--- src/rtl/cart_ram_loader.sv ---
// Packs cartridge symbols MSB-first into RAM words, with framed loads, partial-word flush and overflow flag.
// Optional: define CART_RAM_LOADER_CHECKSUM_EN to add a running XOR checksum of written words.
module cart_ram_loader #(
  parameter int SYMBOL_W = 2,
  parameter int WORD_W   = 12,
  parameter int ADDR_W   = 8,
  parameter int DEPTH    = 256
) (
  input  logic                clk,
  input  logic                reset,
  input  logic                load_start,
  input  logic                load_end,
  input  logic                symbol_valid,
  input  logic [SYMBOL_W-1:0] symbol,
  input  logic [ADDR_W-1:0]   read_address,
  output logic [WORD_W-1:0]   read_data,
  output logic                busy,
  output logic                load_done,
  output logic [ADDR_W:0]     words_loaded,
  output logic                overflow
`ifdef CART_RAM_LOADER_CHECKSUM_EN
  ,
  output logic [WORD_W-1:0]   checksum
`endif
);

  localparam int SPW    = WORD_W / SYMBOL_W;
  localparam int CNT_W  = $clog2(SPW + 1);
  localparam int RAM_AW = (DEPTH > 1) ? $clog2(DEPTH) : 1;
  localparam logic [CNT_W-1:0] LAST_CNT = CNT_W'(SPW - 1);
  localparam logic [ADDR_W:0]  DEPTH_P  = (ADDR_W + 1)'(DEPTH);

  typedef enum logic [1:0] {IDLE, LOAD, FLUSH, DONE} stateT;

  stateT             stateReg, stateNext;
  logic [WORD_W-1:0] shiftReg, packedWord, flushWord, emitWord, wrData;
  logic [CNT_W-1:0]  countReg, countAfter;
  logic [ADDR_W:0]   ptrReg;
  logic [RAM_AW-1:0] wrAddr;
  logic              wrValid, accept, wordDone, emit;
  logic [WORD_W-1:0] ram [DEPTH];

  always_comb begin
    accept     = (stateReg == LOAD) && symbol_valid && !load_start;
    wordDone   = accept && (countReg == LAST_CNT);
    countAfter = countReg;
    if (wordDone)
      countAfter = '0;
    else if (accept)
      countAfter = countReg + 1'b1;
    packedWord = {shiftReg[WORD_W-SYMBOL_W-1:0], symbol};
    // Partial word sits in the LSBs; shifting left aligns it and zero-fills the tail.
    flushWord  = shiftReg << (WORD_W - SYMBOL_W * int'(countReg));
    emit       = wordDone || ((stateReg == FLUSH) && !load_start);
    emitWord   = wordDone ? packedWord : flushWord;
  end

  always_ff @(posedge clk or posedge reset) begin
    if (reset)
      stateReg <= IDLE;
    else
      stateReg <= stateNext;
  end

  always_comb begin
    stateNext = stateReg;
    case (stateReg)
      IDLE:  if (load_start) stateNext = LOAD;
      LOAD: begin
        if (load_start)
          stateNext = LOAD;
        else if (load_end)
          stateNext = (countAfter != '0) ? FLUSH : DONE;
      end
      FLUSH: stateNext = load_start ? LOAD : DONE;
      DONE:  if (load_start) stateNext = LOAD;
      default: stateNext = IDLE;
    endcase
  end

  always_comb begin
    busy      = (stateReg == LOAD) || (stateReg == FLUSH);
    load_done = (stateReg == DONE);
  end

  // Completed words go through a one-cycle write stage; an abort does not cancel it.
  always_ff @(posedge clk or posedge reset) begin
    if (reset) begin
      shiftReg     <= '0;
      countReg     <= '0;
      ptrReg       <= '0;
      wrValid      <= 1'b0;
      wrAddr       <= '0;
      wrData       <= '0;
      words_loaded <= '0;
      overflow     <= 1'b0;
`ifdef CART_RAM_LOADER_CHECKSUM_EN
      checksum     <= '0;
`endif
    end else begin
      wrValid <= 1'b0;
      if (wrValid) begin
        words_loaded <= words_loaded + 1'b1;
`ifdef CART_RAM_LOADER_CHECKSUM_EN
        checksum     <= checksum ^ wrData;
`endif
      end
      if (load_start) begin
        shiftReg     <= '0;
        countReg     <= '0;
        ptrReg       <= '0;
        words_loaded <= '0;
        overflow     <= 1'b0;
`ifdef CART_RAM_LOADER_CHECKSUM_EN
        checksum     <= '0;
`endif
      end else begin
        if (accept)
          shiftReg <= packedWord;
        countReg <= (stateReg == FLUSH) ? '0 : countAfter;
        if (emit) begin
          if (ptrReg != DEPTH_P) begin
            wrValid <= 1'b1;
            wrAddr  <= ptrReg[RAM_AW-1:0];
            wrData  <= emitWord;
            ptrReg  <= ptrReg + 1'b1;
          end else begin
            overflow <= 1'b1;
          end
        end
      end
    end
  end

  always_ff @(posedge clk) begin
    if (wrValid)
      ram[wrAddr] <= wrData;
  end

  always_ff @(posedge clk or posedge reset) begin
    if (reset)
      read_data <= '0;
    else if ({1'b0, read_address} < DEPTH_P)
      read_data <= ram[read_address[RAM_AW-1:0]];
    else
      read_data <= '0;
  end

endmodule

--- config.mk ---
export PLATFORM = sky130hd
export DESIGN_NAME = cart_ram_loader
export DESIGN_NICKNAME = d
export VERILOG_FILES = /design/src/rtl/cart_ram_loader.sv
export SDC_FILE = /design/constraint.sdc
export NUM_CORES = 2
export LEC_CHECK = 0
export CELL_PAD_IN_SITES_DETAIL_PLACEMENT = 0
export CELL_PAD_IN_SITES_GLOBAL_PLACEMENT = 1
export CORE_UTILIZATION = 40
export CTS_CLUSTER_SIZE = 24
export DETAILED_ROUTE_END_ITERATION = 7
export HOLD_SLACK_MARGIN = 0.03
export PLACE_DENSITY_LB_ADDON = 0.05
export SLEW_MARGIN = 0
export SYNTH_ARGS = -nofsm -noshare
export SYNTH_HDL_FRONTEND = slang
export SYNTH_SLANG_ARGS = --single-unit
export TNS_END_PERCENT = 50
--- constraint.sdc ---
create_clock -name clk -period 5.7 [get_ports clk]
set_input_delay 0.57 -clock clk [delete_from_list [all_inputs] [get_ports clk]]
set_output_delay 0.57 -clock clk [all_outputs]
set_load 0.01 [all_outputs]
Figure 1. PDN straps and rails.
Pins as bars on the die edge. Tap cells in gray.
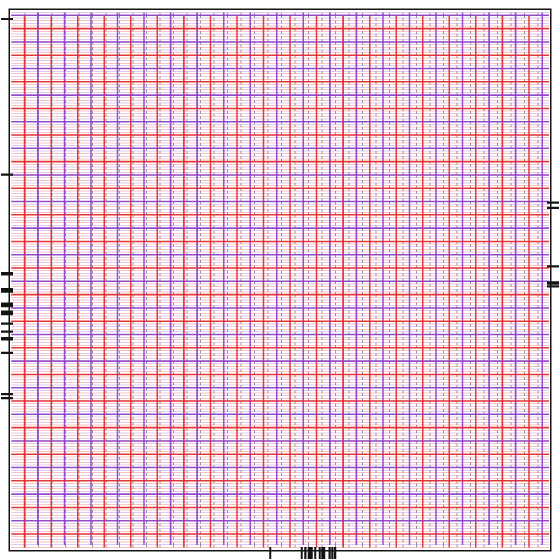
legend:
  purple:
    net: VDD
  red:
    net: VSS
signal pins: 39
met4 straps: 40
tap cells: 3958
met5 straps: 40
met1 rails: 202

==> flow_summary.html <==
<p>Metrics extracted from the flow reports.</p>
<table>
<tr><th>Metric</th><th>Value</th></tr>
<tr><th colspan="2">Power and ir drop</th></tr>
<tr><td>Reported combinational group power</td><td>2.28 mW</td></tr>
<tr><td>Total power per unit cell area</td><td>356 nW/um2</td></tr>
<tr><td>Gate power share</td><td>4.6%</td></tr>
<tr><td>Clk. pwr</td><td>21.5 mW</td></tr>
<tr><td>Maximum vdd ir drop</td><td>0.299 mV</td></tr>
<tr><td>Switch share</td><td>22.4%</td></tr>
<tr><td>Power after layout</td><td>49.5 mW</td></tr>
<tr><td>Biggest power consumer among the groups</td><td>sequential cells</td></tr>
<tr><th colspan="2">Setup path</th></tr>
<tr><td>CP Data Arrival Time</td><td>4.69 ns</td></tr>
<tr><td>FF-to-FF Start</td><td>wrAddr[0]</td></tr>
<tr><td>Type of the worst setup path</td><td>primary input to flip-flop</td></tr>
<tr><td>Worst Setup SP</td><td>read_address[6]</td></tr>
<tr><td>CP cell instances</td><td>clkdlybuf4s50_1 -&gt; nor3b_2 -&gt; o221ai_1 -&gt; o22ai_1 -&gt; o31ai_1 -&gt; a211oi_1 -&gt; nor4_1</td></tr>
<tr><td>Worst path slowest cell</td><td>a211oi_1</td></tr>
<tr><td>Critical Path End Type</td><td>flip-flop</td></tr>
<tr><td>CP Buf/Inv Count</td><td>1</td></tr>
<tr><th colspan="2">Drt</th></tr>
<tr><td>Routed length per placed instance</td><td>33.7 um</td></tr>
<tr><td>Wire length reported by the detailed router</td><td>351 mm</td></tr>
<tr><td>Mean number of vias per cell</td><td>5.72</td></tr>
<tr><td>Length of the first detailed-routing pass in iterations</td><td>7</td></tr>
<tr><th colspan="2">Cells and area</th></tr>
<tr><td>Most numerous logic cells after layout</td><td>edfxtp_1, mux4_2, buf_4, clkbuf_16, nor2_1</td></tr>
<tr><td>Count of inserted antenna diode cells</td><td>7</td></tr>
<tr><td>Number of multi-input combinational cells</td><td>2216</td></tr>
<tr><td>FF+latch count</td><td>3141</td></tr>
<tr><td>Non-filler instance count after layout</td><td>10.4k</td></tr>
<tr><td>Final-layout non-clock buffer area share</td><td>2.81%</td></tr>
<tr><th colspan="2">Global routing</th></tr>
<tr><td>Global routing usage on met1</td><td>32.7%</td></tr>
<tr><td>Global-route wire length before repair</td><td>490 mm</td></tr>
<tr><th colspan="2">Min path</th></tr>
<tr><td>Worst hold path startpoint</td><td>symbol[1]</td></tr>
<tr><td>Class of the tightest hold or removal check</td><td>primary input to flip-flop</td></tr>
<tr><td>Worst Hold Path EP</td><td>shiftReg[1]</td></tr>
<tr><th colspan="2">Placement</th></tr>
<tr><td>DP HPWL</td><td>213 mm</td></tr>
<tr><td>Pre-CTS setup slack</td><td>0.759 ns</td></tr>
<tr><td>Input/output buffers</td><td>38</td></tr>
<tr><th colspan="2">STA</th></tr>
<tr><td>Crit path time final</td><td>3.95 ns</td></tr>
<tr><td>Setup repair after global routing missed its margin</td><td>no</td></tr>
<tr><td>Transition at the pin with the smallest max-transition slack</td><td>1.37 ns</td></tr>
<tr><td>Number of failing setup endpoints in the final timing report</td><td>0</td></tr>
<tr><td>Worst slew margin</td><td>8.51%</td></tr>
<tr><td>Accumulated negative setup slack</td><td>0 ns</td></tr>
<tr><td>Final setup margin</td><td>1.75 ns</td></tr>
<tr><th colspan="2">CTS</th></tr>
<tr><td>Setup Buffers After CTS</td><td>0</td></tr>
<tr><td>Max Root-Sink Buffers</td><td>4</td></tr>
<tr><td>Worst-Skew Late Latency</td><td>0.94 ns</td></tr>
<tr><th colspan="2">Outcome</th></tr>
<tr><td>Run status</td><td>complete, no violations</td></tr>
<tr><th colspan="2">Floorplan</th></tr>
<tr><td>Starting density of the core</td><td>40.3%</td></tr>
<tr><td>Taps Inserted</td><td>3958</td></tr>
<tr><td>Placeable core region</td><td>301000 um2</td></tr>
<tr><td>Number of cell rows</td><td>201</td></tr>
<tr><th colspan="2">Synth</th></tr>
<tr><td>Instance count of the mapped netlist</td><td>5726</td></tr>
<tr><td>Ys cells</td><td>5726</td></tr>
<tr><td>Share of flip-flops with an asynchronous set or reset</td><td>2.20%</td></tr>
<tr><th colspan="2">Run</th></tr>
<tr><td>Max-cap violation count</td><td>0</td></tr>
</table>
Figure 2. Placement by cell class.
(1 px per um) Fill, decap, tap and diode cells in gray.
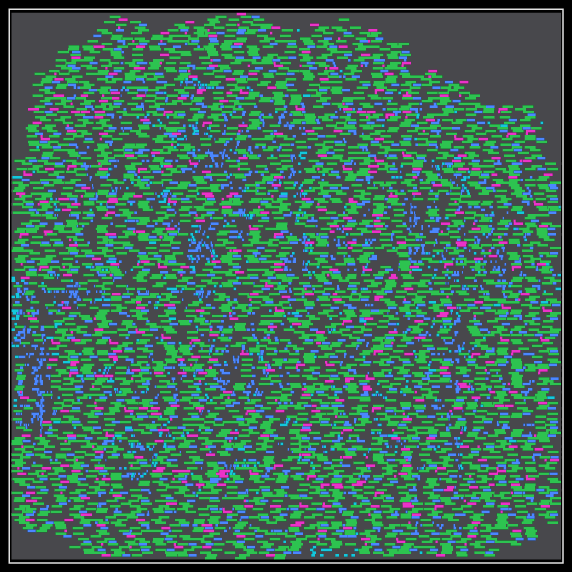
legend:
  cyan:
    class: remaining buffers and delay cells
    cells: 444
    share_of_their_area: 2.9%
  green:
    class: registers
    cells: 3141
    share_of_their_area: 70%
  magenta:
    class: clock drivers and dummy loads
    cells: 615
    share_of_their_area: 8.0%
  blue:
    class: remaining logic cells
    cells: 2233
    share_of_their_area: 19%

No activity file was given, so power comes from the tool's default toggle rates.
